==> images/port_trees.png <==
(2 px per um)
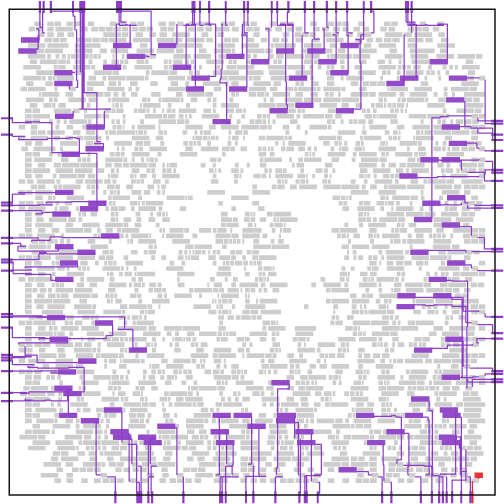
==> images/ff_map.png <==
(1 px per um) Other sequential cells in the stronger gray, the rest of the logic in the fainter gray.
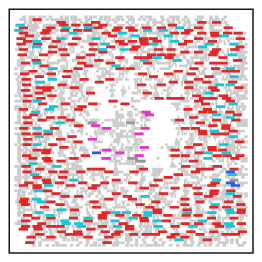
==> images/clock_wires.png <==
(1 px per um)
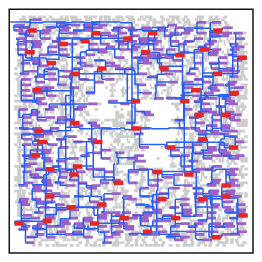
## src/rtl/cdb_arbiter_pkg.sv

```systemverilog
// ---------------------------------------------------------------------------
// cdb_arbiter_pkg
// Shared types and constants for the common data bus (CDB) arbiter.
//   CDB_N_REQ        : number of writeback requesters sharing the CDB
//   cdb_src_e        : requester index; lower index = higher fixed priority
//   CDB_STARVE_LIMIT : wait cycles before a buffered entry gets override
//   cdb_entry_t      : packed CDB payload; the arbiter treats it as opaque
// ---------------------------------------------------------------------------
package cdb_arbiter_pkg;

  localparam int CDB_N_REQ        = 4;
  localparam int CDB_STARVE_LIMIT = 4;

  typedef enum logic [1:0] {
    CDB_SRC_BR  = 2'd0,
    CDB_SRC_LSQ = 2'd1,
    CDB_SRC_MUL = 2'd2,
    CDB_SRC_ALU = 2'd3
  } cdb_src_e;

  // One broadcast result. Total width is 96 bits.
  typedef struct packed {
    logic [31:0] data;
    logic [31:0] target;
    logic [5:0]  rob_idx;
    logic [4:0]  rd;
    logic [4:0]  exc_cause;
    logic        br_taken;
    logic        br_mispredict;
    logic        is_store;
    logic [12:0] rsvd;
  } cdb_entry_t;

endpackage

```

## src/rtl/cdb_arbiter_if.sv

```systemverilog
// ---------------------------------------------------------------------------
// cdb_arbiter_if
// Bundles the requester handshakes and the registered CDB broadcast.
//   flush        : pipeline flush, blocks accept/grant for the cycle
//   req_valid    : per-requester result valid
//   req_ready    : per-requester holding buffer can accept
//   req_payload  : packed payloads, slice i = [i*PAYLOAD_W +: PAYLOAD_W]
//   cdb_valid    : registered broadcast valid
//   cdb_payload  : registered broadcast payload
//   cdb_src      : registered one-hot source of the broadcast
//   buf_occupied : per-requester holding buffer full
//
// Handshake: a transfer on requester i happens on a rising clk edge where
// req_valid[i] and req_ready[i] are both high. req_ready never depends on
// req_valid; a requester may hold req_valid high with a stable payload
// until it sees ready, and the arbiter may raise or drop ready at any cycle.
// The CDB side has no backpressure: cdb_valid is a one-cycle broadcast.
// ---------------------------------------------------------------------------
interface cdb_arbiter_if #(
  parameter int N_REQ     = 4,
  parameter int PAYLOAD_W = 96
);

  logic                       flush;
  logic [N_REQ-1:0]           req_valid;
  logic [N_REQ-1:0]           req_ready;
  logic [N_REQ*PAYLOAD_W-1:0] req_payload;
  logic                       cdb_valid;
  logic [PAYLOAD_W-1:0]       cdb_payload;
  logic [N_REQ-1:0]           cdb_src;
  logic [N_REQ-1:0]           buf_occupied;

  // Producer side (writeback stages / flush source)
  modport master (
    output flush, req_valid, req_payload,
    input  req_ready, cdb_valid, cdb_payload, cdb_src, buf_occupied
  );

  // Arbiter side
  modport slave (
    input  flush, req_valid, req_payload,
    output req_ready, cdb_valid, cdb_payload, cdb_src, buf_occupied
  );

endinterface

```

## src/rtl/cdb_prio_pick.sv

```systemverilog
// ---------------------------------------------------------------------------
// cdb_prio_pick
// One-hot picker: keeps only the lowest-index set bit of req.
//   req : request vector
//   gnt : one-hot of lowest set bit of req, or zero when req is zero
// ---------------------------------------------------------------------------
module cdb_prio_pick #(
  parameter int W = 4
) (
  input  logic [W-1:0] req,
  output logic [W-1:0] gnt
);

  logic found;

  always_comb begin
    gnt   = '0;
    found = 1'b0;
    for (int i = 0; i < W; i++) begin
      if (req[i] && !found) begin
        gnt[i] = 1'b1;
        found  = 1'b1;
      end
    end
  end

endmodule

```

## src/rtl/cdb_arbiter.sv

```systemverilog
// ---------------------------------------------------------------------------
// cdb_arbiter
// Shares the single CDB between writeback requesters. Each requester has a
// one-entry holding buffer; every cycle at most one buffered entry is
// granted (fixed priority, index 0 highest, with an anti-starvation
// override) and broadcast through a registered CDB output.
//   clk  : clock
//   rst  : asynchronous active-high reset
//   bus  : cdb_arbiter_if.slave (handshakes, flush, CDB broadcast)
// Latency: accept at edge T -> granted in cycle T+1 -> on cdb_* after T+2.
// ---------------------------------------------------------------------------
module cdb_arbiter
  import cdb_arbiter_pkg::*;
#(
  parameter int N_REQ        = CDB_N_REQ,
  parameter int PAYLOAD_W    = $bits(cdb_entry_t),
  parameter int STARVE_LIMIT = CDB_STARVE_LIMIT
) (
  input logic         clk,
  input logic         rst,
  cdb_arbiter_if.slave bus
);

  localparam int            CW    = $clog2(STARVE_LIMIT + 1);
  localparam logic [CW-1:0] LIMIT = CW'(STARVE_LIMIT);

  logic [N_REQ-1:0]                buf_valid;
  logic [N_REQ-1:0][PAYLOAD_W-1:0] buf_data;
  logic [N_REQ-1:0][CW-1:0]        wait_cnt;

  logic [N_REQ-1:0]     starve;
  logic [N_REQ-1:0]     pick_starve;
  logic [N_REQ-1:0]     pick_buf;
  logic [N_REQ-1:0]     grant;
  logic [N_REQ-1:0]     ready;
  logic [N_REQ-1:0]     accept;
  logic [PAYLOAD_W-1:0] grant_data;

  logic                 cdb_valid_q;
  logic [N_REQ-1:0]     cdb_src_q;
  logic [PAYLOAD_W-1:0] cdb_payload_q;

  // Entries that have waited the full limit jump ahead of fixed priority.
  always_comb begin
    starve = '0;
    for (int i = 0; i < N_REQ; i++) begin
      starve[i] = buf_valid[i] && (wait_cnt[i] == LIMIT);
    end
  end

  cdb_prio_pick #(.W(N_REQ)) u_pick_starve (
    .req (starve),
    .gnt (pick_starve)
  );

  cdb_prio_pick #(.W(N_REQ)) u_pick_buf (
    .req (buf_valid),
    .gnt (pick_buf)
  );

  // Grant uses registered state only, so req_valid never reaches req_ready.
  assign grant  = bus.flush ? '0 : ((|starve) ? pick_starve : pick_buf);
  // A granted buffer drains this edge, so it can take a new entry at once.
  assign ready  = ~{N_REQ{bus.flush}} & (~buf_valid | grant);
  assign accept = bus.req_valid & ready;

  // grant is one-hot or zero, so an AND-OR mux is sufficient.
  always_comb begin
    grant_data = '0;
    for (int i = 0; i < N_REQ; i++) begin
      if (grant[i]) begin
        grant_data = grant_data | buf_data[i];
      end
    end
  end

  always_ff @(posedge clk or posedge rst) begin
    if (rst) begin
      buf_valid <= '0;
      buf_data  <= '0;
      wait_cnt  <= '0;
    end else if (bus.flush) begin
      buf_valid <= '0;
      wait_cnt  <= '0;
    end else begin
      for (int i = 0; i < N_REQ; i++) begin
        if (accept[i]) begin
          // Also covers grant+accept on the same source: reload in place.
          buf_valid[i] <= 1'b1;
          buf_data[i]  <= bus.req_payload[i*PAYLOAD_W +: PAYLOAD_W];
          wait_cnt[i]  <= '0;
        end else if (grant[i]) begin
          buf_valid[i] <= 1'b0;
          wait_cnt[i]  <= '0;
        end else if (buf_valid[i] && (wait_cnt[i] != LIMIT)) begin
          wait_cnt[i]  <= wait_cnt[i] + CW'(1);
        end
      end
    end
  end

  // During flush grant is zero, so this register clears on its own.
  always_ff @(posedge clk or posedge rst) begin
    if (rst) begin
      cdb_valid_q   <= 1'b0;
      cdb_src_q     <= '0;
      cdb_payload_q <= '0;
    end else begin
      cdb_valid_q   <= |grant;
      cdb_src_q     <= grant;
      cdb_payload_q <= grant_data;
    end
  end

  assign bus.req_ready    = ready;
  assign bus.buf_occupied = buf_valid;
  assign bus.cdb_valid    = cdb_valid_q;
  assign bus.cdb_src      = cdb_src_q;
  assign bus.cdb_payload  = cdb_payload_q;

endmodule

```

## src/flat_wrapper.sv

```systemverilog
// flat-port wrapper written by rule: the top's interface ports become plain ports
module cdb_arbiter_flat import cdb_arbiter_pkg::*;
#(
  parameter int N_REQ        = CDB_N_REQ,
  parameter int PAYLOAD_W    = $bits(cdb_entry_t),
  parameter int STARVE_LIMIT = CDB_STARVE_LIMIT
)
  (clk, rst, bus_flush, bus_req_valid, bus_req_payload, bus_req_ready, bus_cdb_valid, bus_cdb_payload, bus_cdb_src, bus_buf_occupied);
  cdb_arbiter_if #(.N_REQ(N_REQ), .PAYLOAD_W(PAYLOAD_W)) bus_i ();
  input logic clk;
  input logic rst;
  input wire logic [$bits(bus_i.flush)-1:0] bus_flush;
  input wire logic [$bits(bus_i.req_valid)-1:0] bus_req_valid;
  input wire logic [$bits(bus_i.req_payload)-1:0] bus_req_payload;
  output wire logic [$bits(bus_i.req_ready)-1:0] bus_req_ready;
  output wire logic [$bits(bus_i.cdb_valid)-1:0] bus_cdb_valid;
  output wire logic [$bits(bus_i.cdb_payload)-1:0] bus_cdb_payload;
  output wire logic [$bits(bus_i.cdb_src)-1:0] bus_cdb_src;
  output wire logic [$bits(bus_i.buf_occupied)-1:0] bus_buf_occupied;
  assign bus_i.flush = bus_flush;
  assign bus_i.req_valid = bus_req_valid;
  assign bus_i.req_payload = bus_req_payload;
  assign bus_req_ready = bus_i.req_ready;
  assign bus_cdb_valid = bus_i.cdb_valid;
  assign bus_cdb_payload = bus_i.cdb_payload;
  assign bus_cdb_src = bus_i.cdb_src;
  assign bus_buf_occupied = bus_i.buf_occupied;
  cdb_arbiter #(.N_REQ(N_REQ), .PAYLOAD_W(PAYLOAD_W), .STARVE_LIMIT(STARVE_LIMIT)) u_core (.clk(clk), .rst(rst), .bus(bus_i));
endmodule
```

## config.mk

```make
export PLATFORM = sky130hd
export DESIGN_NAME = cdb_arbiter_flat
export DESIGN_NICKNAME = d
export VERILOG_FILES = /design/src/rtl/cdb_arbiter_pkg.sv /design/src/rtl/cdb_arbiter_if.sv /design/src/rtl/cdb_prio_pick.sv /design/src/rtl/cdb_arbiter.sv /design/src/flat_wrapper.sv
export SDC_FILE = /design/constraint.sdc
export NUM_CORES = 1
export LEC_CHECK = 0
export CELL_PAD_IN_SITES_DETAIL_PLACEMENT = 0
export CELL_PAD_IN_SITES_GLOBAL_PLACEMENT = 1
export CORE_MARGIN = 4
export CORE_UTILIZATION = 44
export DETAILED_ROUTE_END_ITERATION = 8
export HOLD_SLACK_MARGIN = 0.08
export PLACE_DENSITY_LB_ADDON = 0.15
export SETUP_SLACK_MARGIN = 0.15
export SLEW_MARGIN = 20
export SYNTH_ARGS = -nofsm -noshare
export SYNTH_HDL_FRONTEND = slang
export SYNTH_SLANG_ARGS = --single-unit
```

## constraint.sdc

```tcl
create_clock -name clk -period 29 [get_ports clk]
set_input_delay 2.9 -clock clk [delete_from_list [all_inputs] [get_ports clk]]
set_output_delay 2.9 -clock clk [all_outputs]
set_load 0.01 [all_outputs]
```

==> results.sh <==
# physical design summary
export IMPL_drt_first_pass_iters=5
export IMPL_die_height_um=242
export IMPL_layout_non_clock_buffers=540
export IMPL_num_multi_input_gates=1448
export IMPL_clock_cell_area_share_pct=6.33
export IMPL_critical_path_max_fanout=22
export IMPL_cts_root_to_sink_buffers=3
export IMPL_crit_type="in -> out"
export IMPL_power_leader="sequential cells"
export IMPL_unique_cell_types=45
export IMPL_layout_area_seq_um2=12500
export IMPL_max_slew_margin_rel_pct=24.3
export IMPL_cts_inserted_buffers=54
export IMPL_setup_viol_count_final=0
export IMPL_final_setup_tns_ns=0
export IMPL_drc=0
export IMPL_hold_buffers=0
export IMPL_fin_nets=2958
export IMPL_rows=85
export IMPL_n_antenna_cell=23
export IMPL_antenna_left=0
export IMPL_r2r_cells=9
export IMPL_number_of_global_route_vias_before_repair=21400
export IMPL_routed_wire_length_per_instance_um=25.6
export IMPL_dominant_cell_class="flip-flops and latches"
export IMPL_final_worst_path_period_need_ns=8.36
export IMPL_power_combinational_total_mw=0.367
export IMPL_grt_antenna_before_repair=30
export IMPL_internal_power_summed_over_all_cells_mw=1.49
export IMPL_hpwlAfterDp_um=53200
export IMPL_pwr_group_sequential_mw=0.903
export IMPL_timing_rr_end="u_core.bus.cdb_payload[32]$_DFF_PP0_"
export IMPL_postSynth_topFlopCell="sky130_fd_sc_hd__dfrtp_1"
export IMPL_grt_max_degree=127
export IMPL_fmax_mhz=120
export IMPL_post_synth_main_area_contributors="sky130_fd_sc_hd__dfrtp_1, sky130_fd_sc_hd__mux2_2, sky130_fd_sc_hd__nand4_1"
export IMPL_layout_non_clock_inverters=14
export IMPL_worstMarginPinSlew_ns=1.14
export IMPL_n_sequential_cell=501
export IMPL_yosys_stat_area_um2=24100
export IMPL_critical_path_cell_count=6
export IMPL_nets_at_floorplan=2595
export IMPL_yosysCellCount=2196
export IMPL_critPathArrivalTime_ns=5.46
export IMPL_crit_buf_inv=3
export IMPL_bufAreaShareNonClock_pct=16.9
export IMPL_synthArstFlopShare_pct=100
export IMPL_postCtsSetupBuffers=0
export IMPL_power_mw=2.04
export IMPL_cts_tree="done"
export IMPL_global_route_wire_length_before_repair_um=131000
export IMPL_synth_top_cell_by_area="sky130_fd_sc_hd__dfrtp_1"
export IMPL_syn_area_um2=24100
export IMPL_worst_setup_path_endpoint="bus_req_ready[2]"
export IMPL_floorplan_initialDensity_pct=44.6
export IMPL_p_per_area_nw_per_um2=64.7
export IMPL_critical_path_endpoint_type="output port"
export IMPL_final_clkbuf_count=75
export IMPL_synth_seq_cells=501
export IMPL_final_hold_viol_count=0
export IMPL_drt_initial_drc_count=1422
export IMPL_worst_path_max_delay_cell="sky130_fd_sc_hd__nor3_2"
export IMPL_combGateArea_um2=10700
export IMPL_clock_tree_root_cell="sky130_fd_sc_hd__clkbuf_16"
export IMPL_p_seq_share_pct=44.2
export IMPL_netlist_instances=2196
export IMPL_power_switching_mw=0.551
export IMPL_critPathRequiredTime_ns=26.10
export IMPL_switching_share_pct=27.0
export IMPL_layout_cell_share_with_drive_strength_beyond_1_pct=18.8
export IMPL_synth_seq_area_share_pct=52.0
export IMPL_final_max_slew_violation_count=0
export IMPL_power_share_combinational_pct=17.9
export IMPL_top_cell_area_share_pct=52.0
export IMPL_area_growth_pct=31.0
export IMPL_post_cts_resized=0
export IMPL_die_area_um2=58600
export IMPL_timing_critical_path_cells="clkdlybuf4s50_1 > buf_4 > nor3_2 > nand2_1 > o21ai_0 > clkdlybuf4s50_1"
export IMPL_ys_warn_count=0
export IMPL_critPathMostFrequentCell="sky130_fd_sc_hd__clkdlybuf4s50_1"
export IMPL_run_status="completed"
export IMPL_cp_startpoint="bus_flush"
export IMPL_syn_area_per_cell_um2=11.0
export IMPL_cts_sink_count=501
export IMPL_detailroute_via_count=20500
export IMPL_peakVddDrop_mv=0.0553
export IMPL_setup_reg_to_reg_worst_slack_ns=24.84
export IMPL_placeableCoreArea_um2=54000
export IMPL_overall_overflow_remaining_after_global_route=0
export IMPL_openroad_warnings=36
export IMPL_seq_area_share_pct=39.7
export IMPL_area_share_combinational_pct=33.9
export IMPL_floorplan_die_width_um=242
export IMPL_p_leak_nw=12.6
Back to the opening pictures, port_trees.png:
[red] `rst` | bits: 1 | direction: input | end cells: 1 | wire: 8.30 um
[purple] `bus_cdb_payload` | bits: 96 | direction: output | end cells: 96 | wire: 3880 um
tally of buffers added on design ports: 499
number of placed I/O pins: 500

Back to the opening pictures, ff_map.png:
[cyan] `u_core.bus.cdb_payload` | flops: 96 | where: all over the die
[blue] `u_core.bus.cdb_src` | flops: 4
[magenta] `u_core.wait_cnt` | flops: 12 | where: middle
[red] `u_core.buf_data` | flops: 384 | where: all over the die

Back to the opening pictures, clock_wires.png:
[red] clock-net drivers | count: 54
[blue] clock wires | length: 6870 um
[purple] flip-flops | count: 501
routed clock nets: 55
clk_lat worst skew: 0.62 ns
Clk network pwr share: 37.9%
clk pwr: 0.773 mW
post-route clock skew: 0.0203 ns

[through the flow]
stage                     setup slack (ns)  util [%]  hold WS [ns]  std cells  cell area, um^2
final                                20.64      58.5         0.487       3324            31600
after global routing                 20.53      58.5         0.504       3319            31600
after CTS                            20.62      58.3         0.488       3299            31500
after detailed placement             20.62      54.6         0.475       3197            29500
after global placement               20.73      54.6         0.466       3197            29500
after floorplan                      12.11         -         0.458       2196            24100
[cell usage in the layout (no fill, tap or decap), drive strengths merged, types with 7 or more instances in the layout]
cell type / n
clkdlybuf4s50: 499
nand4: 384
inv: 14
nand3: 104
clkinvlp: 7
bufinv: 10
dfrtp: 501
nor2: 10
nand2: 108
o211ai: 97
o21ai: 100
diode: 23
clkbuf: 75
ha: 8
buf: 41
mux2: 384
a21oi: 107
clkinv: 10
and3: 104
[state kept, by name, summed over array words and instances (netlist names)]
signal                   count
u_core.buf_data            384
u_core.bus.buf_occupied      4
u_core.bus.cdb_payload      96
u_core.bus.cdb_src           4
u_core.wait_cnt             12
u_core.bus.cdb_valid         1
[cells in the mapped netlist, drive strengths merged (2+ instances only)]
cell type	number
nor2	10
nand2	108
inv	14
ha	8
a21boi	5
a211oi	3
nand4	384
xnor2	5
nor2b	3
and3	104
a21oi	107
nor4	4
a311oi	2
a2111oi	2
o211ai	97
dfrtp	501
and2	3
mux2	384
o21ai	100
clkbuf	169
nand3	104
buf	64
o21a	2
[per-layer routing]
layer / part of all wire (%) / global-route usage, % / vias up / routed length (um)
li1: - / - / 9078 / -
met1: 42 / 37.9 / 10500 / 35500
met2: 49 / 45.7 / 774 / 41500
met3: 6.8 / 5.94 / 139 / 5810
met4: 2.5 / 9.44 / 20 / 2110
met5: 0.16 / 0 / - / 139
[worst min-delay path by stage]
stage,start,cells past startpoint,to,slack [ns]
detailed placement,u_core.buf_data[183]$_DFFE_PP0P_,1,u_core.buf_data[183]$_DFFE_PP0P_,0.47
finish,u_core.buf_data[108]$_DFFE_PP0P_,1,u_core.buf_data[108]$_DFFE_PP0P_,0.49
CTS,u_core.buf_data[183]$_DFFE_PP0P_,1,u_core.buf_data[183]$_DFFE_PP0P_,0.49
floorplan,u_core.buf_data[100]$_DFFE_PP0P_,1,u_core.buf_data[100]$_DFFE_PP0P_,0.46
global placement,u_core.buf_data[123]$_DFFE_PP0P_,1,u_core.buf_data[123]$_DFFE_PP0P_,0.47
global route,u_core.buf_data[325]$_DFFE_PP0P_,1,u_core.buf_data[325]$_DFFE_PP0P_,0.50
[logic make-up (layout without fill, tap and decap cells)]
group,count (synthesis),count (layout),share of synthesized area [%]
AND/OR/NAND/NOR,726,726,17.1
flip-flops,501,501,52.0
multiplexers,384,384,17.9
AND-OR/OR-AND,324,324,8.16
buffers and inverters,247,656,4.20
adder cells (fa/ha/maj),8,8,0.415
XOR/XNOR,6,6,0.218
other,0,23,0
[worst register-to-register path: cells and delay by family, from the launching register on]
| family | cells | cell delay (ns) |
|---|---|---|
| adder cells (fa/ha/maj) | 1 | 0.28 |
| flip-flops | 1 | 0.35 |
| AND/OR/NAND/NOR | 4 | 1.52 |
| buffers and inverters | 4 | 1.93 |
Power is estimated from default activity; no workload was simulated.
